## src/rtl/mem_stage_unit.sv

```systemverilog
// mem_stage_unit -- MEM-stage access unit of the five-stage MIPS pipeline.
//
// Takes the EX/MEM register outputs and either forwards the ALU result to
// MEM/WB (one cycle of latency) or runs a load/store against data memory
// over a req/ack handshake. The pipeline is stalled while the access is
// outstanding. An access that gets no ack within TIMEOUT cycles is aborted.
//
// Ports
//   clock, reset            pipeline clock; asynchronous active-high reset
//   MEM_D1/MEM_D2/MEM_RD    ALU result (address), store data, dest register
//   mem_read/mem_write      load / store instruction
//   mem_byte/mem_unsigned   byte access; zero-extend byte load (LBU)
//   dm_req/dm_we/dm_addr/
//   dm_wdata/dm_be          registered data-memory request
//   dm_rdata/dm_ack         memory read data and one-cycle completion pulse
//   stall                   combinational hold for upstream stages
//   WB_D/WB_RD              MEM/WB result; WB_RD=0 means no writeback
//   mem_err                 one-cycle pulse on illegal op or timeout
//
// state  | meaning
// IDLE   | evaluating the EX/MEM instruction each cycle
// ACCESS | request outstanding, waiting for dm_ack or timeout

module mem_stage_unit #(
  parameter int TIMEOUT = 255
) (
  input  logic        clock,
  input  logic        reset,
  input  logic [31:0] MEM_D1,
  input  logic [31:0] MEM_D2,
  input  logic [4:0]  MEM_RD,
  input  logic        mem_read,
  input  logic        mem_write,
  input  logic        mem_byte,
  input  logic        mem_unsigned,
  output logic        dm_req,
  output logic        dm_we,
  output logic [31:0] dm_addr,
  output logic [31:0] dm_wdata,
  output logic [3:0]  dm_be,
  input  logic [31:0] dm_rdata,
  input  logic        dm_ack,
  output logic        stall,
  output logic [31:0] WB_D,
  output logic [4:0]  WB_RD,
  output logic        mem_err
);

  typedef enum logic {IDLE, ACCESS} state_t;

  // Last counter value allowed before the access is aborted.
  localparam logic [15:0] LAST_CNT = 16'(TIMEOUT - 1);

  state_t      state;
  logic [15:0] count;
  logic [4:0]  rd_q;
  logic        byte_q;
  logic        uns_q;
  logic        read_q;
  logic [1:0]  lane_q;

  logic mem_op;
  logic illegal;
  logic timeout_hit;

  assign mem_op      = mem_read | mem_write;
  assign illegal     = (mem_read & mem_write) |
                       (mem_op & ~mem_byte & (|MEM_D1[1:0]));
  assign timeout_hit = (count == LAST_CNT);

  always_comb begin
    stall = 1'b0;
    case (state)
      IDLE:    stall = mem_op & ~illegal;
      ACCESS:  stall = ~dm_ack & ~timeout_hit;
      default: stall = 1'b0;
    endcase
  end

  function automatic logic [31:0] load_data(input logic [31:0] rdata,
                                            input logic        is_byte,
                                            input logic        is_uns,
                                            input logic [1:0]  lane);
    logic [31:0] shifted;
    logic [7:0]  b;
    shifted = rdata >> {lane, 3'b000};
    b       = shifted[7:0];
    if (!is_byte)
      load_data = rdata;
    else if (is_uns)
      load_data = {24'h0, b};
    else
      load_data = {{24{b[7]}}, b};
  endfunction

  always_ff @(posedge clock or posedge reset) begin
    if (reset) begin
      state    <= IDLE;
      count    <= '0;
      rd_q     <= '0;
      byte_q   <= 1'b0;
      uns_q    <= 1'b0;
      read_q   <= 1'b0;
      lane_q   <= '0;
      dm_req   <= 1'b0;
      dm_we    <= 1'b0;
      dm_addr  <= '0;
      dm_wdata <= '0;
      dm_be    <= '0;
      WB_D     <= '0;
      WB_RD    <= '0;
      mem_err  <= 1'b0;
    end else begin
      mem_err <= 1'b0;
      case (state)
        IDLE: begin
          if (!mem_op) begin
            WB_D  <= MEM_D1;
            WB_RD <= MEM_RD;
          end else if (illegal) begin
            WB_D    <= '0;
            WB_RD   <= '0;
            mem_err <= 1'b1;
          end else begin
            rd_q    <= MEM_RD;
            byte_q  <= mem_byte;
            uns_q   <= mem_unsigned;
            read_q  <= mem_read;
            lane_q  <= MEM_D1[1:0];
            count   <= '0;
            dm_req  <= 1'b1;
            dm_we   <= mem_write;
            dm_addr <= {MEM_D1[31:2], 2'b00};
            if (mem_write && mem_byte) begin
              dm_be    <= 4'b0001 << MEM_D1[1:0];
              dm_wdata <= {4{MEM_D2[7:0]}};
            end else if (mem_write) begin
              dm_be    <= 4'hF;
              dm_wdata <= MEM_D2;
            end else begin
              dm_be    <= 4'hF;
              dm_wdata <= '0;
            end
            state <= ACCESS;
          end
        end
        ACCESS: begin
          // ack wins over a timeout landing in the same cycle
          if (dm_ack) begin
            dm_req <= 1'b0;
            state  <= IDLE;
            if (read_q) begin
              WB_D  <= load_data(dm_rdata, byte_q, uns_q, lane_q);
              WB_RD <= rd_q;
            end else begin
              WB_D  <= '0;
              WB_RD <= '0;
            end
          end else if (timeout_hit) begin
            dm_req  <= 1'b0;
            state   <= IDLE;
            WB_D    <= '0;
            WB_RD   <= '0;
            mem_err <= 1'b1;
          end else begin
            count <= count + 16'd1;
          end
        end
        default: state <= IDLE;
      endcase
    end
  end

endmodule

```

## config.mk

```make
export PLATFORM = sky130hd
export DESIGN_NAME = mem_stage_unit
export DESIGN_NICKNAME = d
export VERILOG_FILES = /design/src/rtl/mem_stage_unit.sv
export SDC_FILE = /design/constraint.sdc
export NUM_CORES = 1
export LEC_CHECK = 0
export CAP_MARGIN = 25
export CORE_ASPECT_RATIO = 0.9
export CORE_UTILIZATION = 25
export CTS_CLUSTER_DIAMETER = 40
export DETAILED_ROUTE_END_ITERATION = 10
export PLACE_DENSITY_LB_ADDON = 0.08
export REMOVE_ABC_BUFFERS = 1
export SYNTH_ARGS = -nofsm -noshare
export SYNTH_HDL_FRONTEND = slang
export SYNTH_SLANG_ARGS = --single-unit
```

## constraint.sdc

```tcl
create_clock -name clock -period 4.4 [get_ports clock]
set_input_delay 0.88 -clock clock [delete_from_list [all_inputs] [get_ports clock]]
set_output_delay 0.88 -clock clock [all_outputs]
set_load 0.02 [all_outputs]
```

### Metal 4

Scale: 2 px per um. Supply wires on this layer in grey.
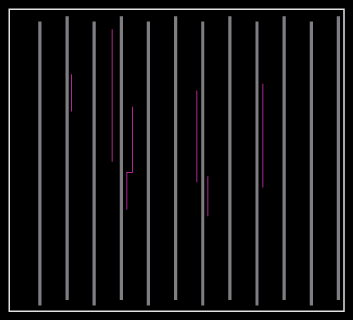
main direction	vertical
share of all routed wire	1.2%
post-detailed-routing wire length: 20700 um
overall via count from detail_route: 5625

### Cell density map

Scale: 2 px per um. 17 x 15 tiles, from dark blue (low) to red (high), 0 to 100% covered.
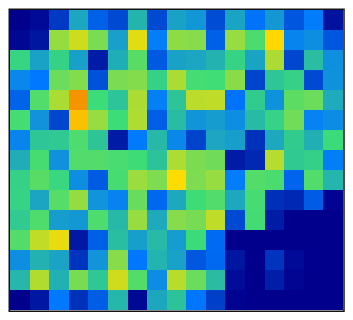
mean over tiles	35%
tiles over 75% full	1.2%
emptiest ninth of the die	south-east
core area: 23700 um^2
initial standard-cell utilization of the core: 0.258
Finished Core Util: 0.388

### Port wiring

Scale: 1.5 px per um.
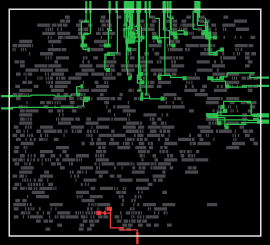
port	colour	bits	direction	end cells	buffers	wire
mem_read	red	1	input	3	1	45.5 um
dm_rdata	green	32	input	48	32	1220 um
number of buffer cells added on primary ports: 214
number of top-level pins: 217

### Clock network drawn from the DEF

Scale: 2 px per um.
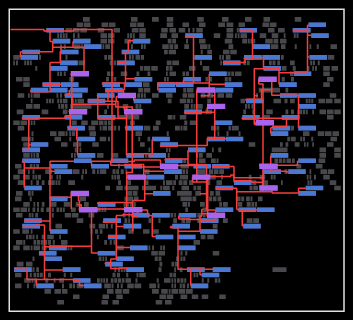
[clock wires] red | length: 2120 um
[clock drivers] purple | count: 17
[flip-flops] blue | count: 133
routed clock nets	18
flops lie	spread over the die
clock group share of total power: 0.323
clock-net power: 1.49 mW
worst-skew pair later-pin latency: 0.43 ns
final worst clock skew: 0.00969 ns

==> Implementation_results.wiki <==
== Flow metrics ==
{| class="wikitable"
! Metric !! Value
|-
| Mean cell area of the mapped netlist || 8.88 um^2
|-
| Largest net degree at the start of global routing || between 90 and 100
|-
| Total number of warnings across the stage logs || 26
|-
| Count of flip-flops with a built-in enable after synthesis || 0
|-
| Type of the worst min-delay path || flip-flop to flip-flop
|-
| Final GP Congestion || approximately 0.8
|-
| Final critical-path setup slack || 0.610 ns
|-
| Detailed-routing iteration count for the pre-antenna-repair pass || 4
|-
| Worst R2R Path Depth || 7
|-
| Time the worst path needs with I/O delays and setup || around 3.8 ns
|-
| Setup slack of the most critical reg-to-reg path || 1.98 ns
|-
| Crit Path Category || flip-flop to output port
|-
| Number of nets in the layout || 996
|-
| Synthesis-to-finish area growth || 50.4%
|-
| Reg-to-reg endpoint || WB_D[3]
|-
| Number of cells in the yosys synthesis report || 687
|-
| Die area || 25000 um^2
|-
| Number of signal-net buffers in the layout || 226
|-
| Pre-CTS setup slack || between 0.5 and 0.6 ns
|-
| Antenna cell count || 0
|-
| Combined area of the multi-input logic cells || 2460 um^2
|-
| HPWL reported at the end of detailed placement || 14200 um
|-
| Crit path required time || 3.52 ns
|-
| Most popular library cell in the synthesized design by count || sky130_fd_sc_hd__nand2_1
|-
| Endpoint of the worst hold-timing path || dm_addr[30]
|-
| Width of the chip || 167 um
|-
| Fraction of standard cell area that is sequential || 0.363
|-
| Worst slew pin tran || 0.766 ns
|-
| Register bit total from synthesis || about 130
|-
| Total global-route track usage || 0.170
|-
| Top cell types by occurrence after synthesis || sky130_fd_sc_hd__nand2_1, sky130_fd_sc_hd__dfrtp_1, sky130_fd_sc_hd__o21ai_0
|-
| Max-slew violations || 0
|-
| Combinational gate count || about 470
|-
| Number of global-route vias before repair || 5730
|-
| Share of flip-flops with an asynchronous set or reset after synthesis || 1.00
|-
| Hold Path Cell Cnt || 2
|-
| Peak supply drop || approximately 0.22 mV
|-
| Violation count after the first detailed-route iteration || 316
|-
| Critical path fanouts, max || 9
|-
| Post-detailed-route wirelength per cell || 17.2 um
|-
| Post-synthesis instance area || ~6000 um^2
|-
| Worst hold slack after final layout || 0.473 ns
|-
| Post-synth seq share || 0.546
|-
| Sequential cell count || about 130
|-
| Worst-path clk slew || 0.06 ns
|-
| Total clock buffers created by CTS || 17
|-
| Tally of max-capacitance violations || 0
|-
| Synth top area share || 0.546
|-
| Setup fix buffers added after clock tree synthesis || 0
|-
| Upper clock frequency limit || roughly 260 MHz
|-
| Fraction of layout cells with a size suffix above 1 || 0.0690
|-
| Endpoints failing setup || 0
|-
| Combinational share of cell area || 0.268
|-
| Main area contributors || sky130_fd_sc_hd__dfrtp_1, sky130_fd_sc_hd__nand2_1, sky130_fd_sc_hd__o21ai_0
|-
| Cell type with the largest total area || sky130_fd_sc_hd__dfrtp_1
|-
| Area taken by flip-flops and latches || about 3300 um^2
|-
| Tapcell Cnt || 302
|-
| Post-synth area from yosys stat || approximately 6100 um^2
|-
| Routed vias/inst || 4.68
|-
| Post-route clock period utilization || 0.861
|-
| Leakage dissipation || 4.17 nW
|-
| Site Rows || 53
|-
| DRC violation count after routing || 0
|-
| Remaining global-route overflow || 0
|-
| Wire length of the first global-routing pass || 32500 um
|-
| Routed Antenna Nets || 0
|-
| Startpoint of the lowest-slack hold path || dm_addr[30]
|-
| Setup TNS || 0 ns
|-
| Worst Setup SP || count[0]
|-
| Yosys warning total || 0
|-
| Slew margin rel. || 0.490
|-
| Number of distinct library cells after synthesis || 46
|-
| Hold-fix buffers at CTS || 0
|-
| Clock tree root driver cell || sky130_fd_sc_hd__clkbuf_16
|-
| Unrepaired setup endpoints after global routing || false
|-
| Arrival time of data at the critical path endpoint || 2.91 ns
|-
| CTS tree || done
|-
| Most area-hungry cell class in the final design || sequential cells
|-
| # fillers || 2372
|-
| Hold Vio Cnt, Final || 0
|-
| Crit path to || stall
|-
| Number of gates given a new drive strength after cts || 0
|-
| Inverter count || 38
|-
| Clock Sink Count || 133
|-
| Level count of the clock H-tree || 4
|-
| Clock buffer depth || 2
|-
| PwrDens || between 500 and 600 nW/um^2
|-
| Die boundary height || between 150 and 200 um
|-
| Count of placed standard cells in the final layout, fillers left out || 1201
|-
| Final non-clock buffer share || 0.246
|-
| Synthesized instance count || 687
|-
| Fraction of area in clock buffers and inverters || 0.0659
|-
| Launch instance of the worst register-to-register path || count[0]
|-
| Category of the worst setup path capture point || output port
|-
| Outcome || finished, final reports clean
|-
| Placed instance count || 1168
|-
| Ys flop type || sky130_fd_sc_hd__dfrtp_1
|-
| Tally of clock buffers in the finished layout || 18
|}
[layout by cell type (no fill, tap or decap), types with 3 or more instances in the layout]
| master | n |
|---|---|
| sky130_fd_sc_hd__nand4_1 | 5 |
| sky130_fd_sc_hd__a22oi_1 | 30 |
| sky130_fd_sc_hd__clkdlybuf4s50_1 | 214 |
| sky130_fd_sc_hd__o31ai_1 | 7 |
| sky130_fd_sc_hd__buf_4 | 10 |
| sky130_fd_sc_hd__mux2_2 | 6 |
| sky130_fd_sc_hd__or2_2 | 3 |
| sky130_fd_sc_hd__clkbuf_16 | 17 |
| sky130_fd_sc_hd__mux2i_1 | 3 |
| sky130_fd_sc_hd__bufinv_16 | 3 |
| sky130_fd_sc_hd__nand3b_1 | 3 |
| sky130_fd_sc_hd__o211ai_1 | 4 |
| sky130_fd_sc_hd__o22ai_1 | 7 |
| sky130_fd_sc_hd__or4_1 | 5 |
| sky130_fd_sc_hd__clkinvlp_4 | 3 |
| sky130_fd_sc_hd__inv_6 | 6 |
| sky130_fd_sc_hd__nor2_1 | 9 |
| sky130_fd_sc_hd__nand2_1 | 205 |
| sky130_fd_sc_hd__o21ai_1 | 9 |
| sky130_fd_sc_hd__a21oi_1 | 9 |
| sky130_fd_sc_hd__dfrtp_1 | 133 |
| sky130_fd_sc_hd__a221o_1 | 7 |
| sky130_fd_sc_hd__o21ai_0 | 72 |
| sky130_fd_sc_hd__nand3_1 | 55 |
| sky130_fd_sc_hd__inv_1 | 36 |
[critical path, cell delays in order, from the launching register on]
cell                              delay (ns)
sky130_fd_sc_hd__dfrtp_1                0.43
sky130_fd_sc_hd__inv_1                  0.07
sky130_fd_sc_hd__ha_1                   0.13
sky130_fd_sc_hd__or4b_4                 0.49
sky130_fd_sc_hd__o41a_4                 0.55
sky130_fd_sc_hd__nor2_8                 0.15
sky130_fd_sc_hd__inv_2                  0.12
sky130_fd_sc_hd__clkdlybuf4s50_1        0.56
[cell families after synthesis]
kind of cell,synth area share
flip-flops,0.546
XOR/XNOR,0.00431
buffers and inverters,0.0539
AND/OR/NAND/NOR,0.214
other,0.000615
multiplexers,0.0197
adder cells (fa/ha/maj),0.00410
AND-OR/OR-AND,0.158
[power breakdown]
| part | internal, mW | switching [mW] | total (mW) |
|---|---|---|---|
| clock | 0.899 | 0.592 | 1.49 |
| sequential | 1.49 | 0.187 | 1.68 |
| combinational | 0.663 | 0.781 | 1.44 |
[routing by layer]
layer  routed length, um  vias up  global-route usage
met1                9420     2722               0.221
met5                   0        -                   0
met2                9520      151               0.266
met4                 255        0              0.0546
met3                1470       21              0.0568
li1                    -     2731                   -
[flip-flops by register name (all words and copies together) (netlist names), 2 cells and up]
| name | count |
|---|---|
| rd_q | 5 |
| count | 16 |
| dm_addr | 30 |
| dm_wdata | 32 |
| WB_RD | 5 |
| dm_be | 4 |
| lane_q | 2 |
| WB_D | 32 |
[metrics by stage]
stage | cell area (um^2) | total power, mW
global placement | 8540 | 3.14
finish | 9170 | 4.61
floorplan | 5920 | 2.35
CTS | 9150 | 4.67
global route | 9170 | 4.87
detailed placement | 8550 | 3.15
Power figures rest on the tool's default switching activity, not on a simulated workload.
